Design mdu_ctrl, sky130hd; sources not shown.
Fig. 1: routed clock nets over the placement
Drawn at 1.5 px/micron.
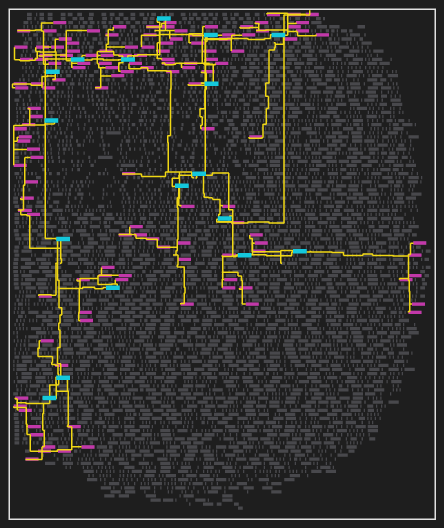
[clock wires] yellow | length: 3160 microns
[flip-flops] magenta | count: 136
[clock drivers] cyan | count: 17
routed clock nets: 18
clk_lat worst skew: 0.52 ns
worst clock skew: 0.0294 ns

Fig. 2: a small window of the routed layout
Region (129, 157) to (154, 182) microns. Cells in gray, sequential cells in the stronger gray; small squares are vias.
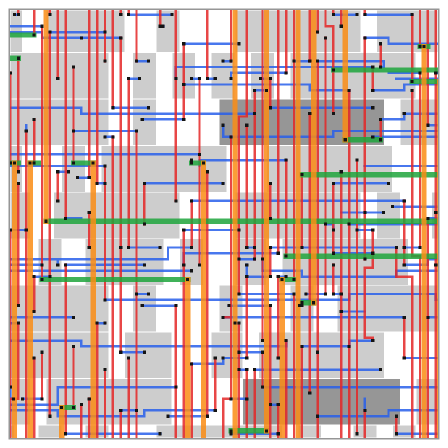
[metal 3] green
[metal 2] red
[metal 4] orange
[metal 1] blue
most frequent: fa_1 (14), inv_1 (11), nand2_1 (5)
cells with their middle in the window: 37
sequential cells in the window: 2

Fig. 3: placed cells, one color a class
Drawn at 1 px/micron. Fill, decap, tap and diode cells in gray.
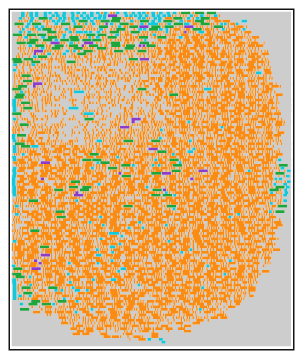
[other buffers and delay cells] cyan | cells: 273 | share of their area: 5.6%
[combinational and other logic] orange | cells: 5414 | share of their area: 86%
[clock drivers and dummy loads] purple | cells: 32 | share of their area: 1.1%
[flops] green | cells: 136 | share of their area: 7.1%
core area: 93400 sq um
Seq/total area: 0.0685
Core Util, Final: 0.533

==> changes_impl.md <==
### Metrics

- Syn-to-layout area delta: 7.96%
- Initial antenna violation count: 3
- Area of the die: 95900 sq um
- Number of core rows: roughly 120
- Worst slack, placed: 1.20 ns
- Final Routed Wirelength: 178000 microns
- Clock Path Buffers: 2
- Depth of the CTS H-tree: 4
- Maxcap violations: 2
- Post-CTS Resized: 0
- Most frequent cells in the layout: 1697 x inv_1, 1602 x nand2_1, 1125 x fa_1, 234 x nor2_1, 214 x ha_1
- # fillers: ~11000
- Post-route worst setup slack: between 1 and 1.5 ns
- Reg area: ~3400 sq um
- Grt met3 use: 0.0631
- Gr busiest metal: met2
- Top area cell types: fa_1 49%, inv_1 14%, nand2_1 13%
- Crit path DRT: approximately 11 ns
- Critical path's slowest cell: fa_1
- Wirelength per Cell: roughly 25 microns
- Worst Hold Path Cells: 2
- Die Y: 339 microns
- Largest net degree at the start of global routing: between 70 and 80
- Failing checks: max-capacitance violations, max-slew violations
- Fin nets: about 7300
- Status: finished with violations
- DP Wirelength: between 100000 and 150000 microns
- Crit start category: flip-flop
- Number of CTS-inserted buffers: 17
- GR Util met2: 0.664
- Initial DRC count: around 2900
- FMAX: ~0.11 GHz
- Unrepaired setup endpoints after global routing: false
- Port bufs: ~170
- Placed insts: just over 7000
- Vias per std cell: between 5 and 6
- Post-layout period usage: 0.896
- Gr usage total: 0.383
- Max transition margin: -1.89
- Grt total ovfl: 0
- Clk slew on worst S/H paths: 0.07 ns
- Max FO, Critical Path: 24
- Final Max Slew Viols: 84
- Synth Net Count: about 7300
- Vias in the first global route: roughly 47000
- Critical Path Sink Type: flip-flop
- Worst-case reg-to-reg path depth: 27
[worst register-to-register path, stage by stage (launching register included)]
cell      delay, ns
dfrtp_1        0.43
nand2_2        0.50
inv_1          0.34
nand2_1        0.20
inv_1          0.13
fa_1           0.79
inv_1          0.13
fa_1           0.46
inv_1          0.09
fa_1           0.45
fa_1           0.89
inv_1          0.41
fa_1           0.60
inv_1          0.07
fa_1           0.56
inv_1          0.08
fa_1           0.46
fa_1           0.52
inv_1          0.05
ha_1           0.34
a21oi_1        0.46
o21ai_0        0.19
o21bai_1       0.24
a21oi_1        0.19
nand3_1        0.09
nand2_1        0.07
nand3_1        0.07
a21oi_1        0.17
[final cells by class]
class,count,area share
Tap cell,1250,0.0314
Inverter,1707,0.129
Antenna cell,1,0.0000503
Clock buffer,19,0.00870
Multi-Input combinational cell,3707,0.706
Timing Repair Buffer,273,0.0540
Clock inverter,13,0.00204
Sequential cell,136,0.0685
[kinds of logic (layout without fill, tap and decap cells)]
| family | Yosys count | in the layout | synth area share |
|---|---|---|---|
| other | 0 | 1 | 0 |
| AND/OR/NAND/NOR | 2072 | 2072 | 0.180 |
| AND-OR/OR-AND | 290 | 290 | 0.0341 |
| flip-flops | 136 | 136 | 0.0739 |
| buffers and inverters | 2002 | 2012 | 0.164 |
| XOR/XNOR | 6 | 6 | 0.00114 |
| adder cells (fa/ha/maj) | 1339 | 1339 | 0.547 |
[metal layers]
layer  wire length (microns)  vias up
li1                        -    16300
met1                   58500    20500
met2                   89300     2048
met3                   12300      991
met4                   17800        6
met5                      42        -
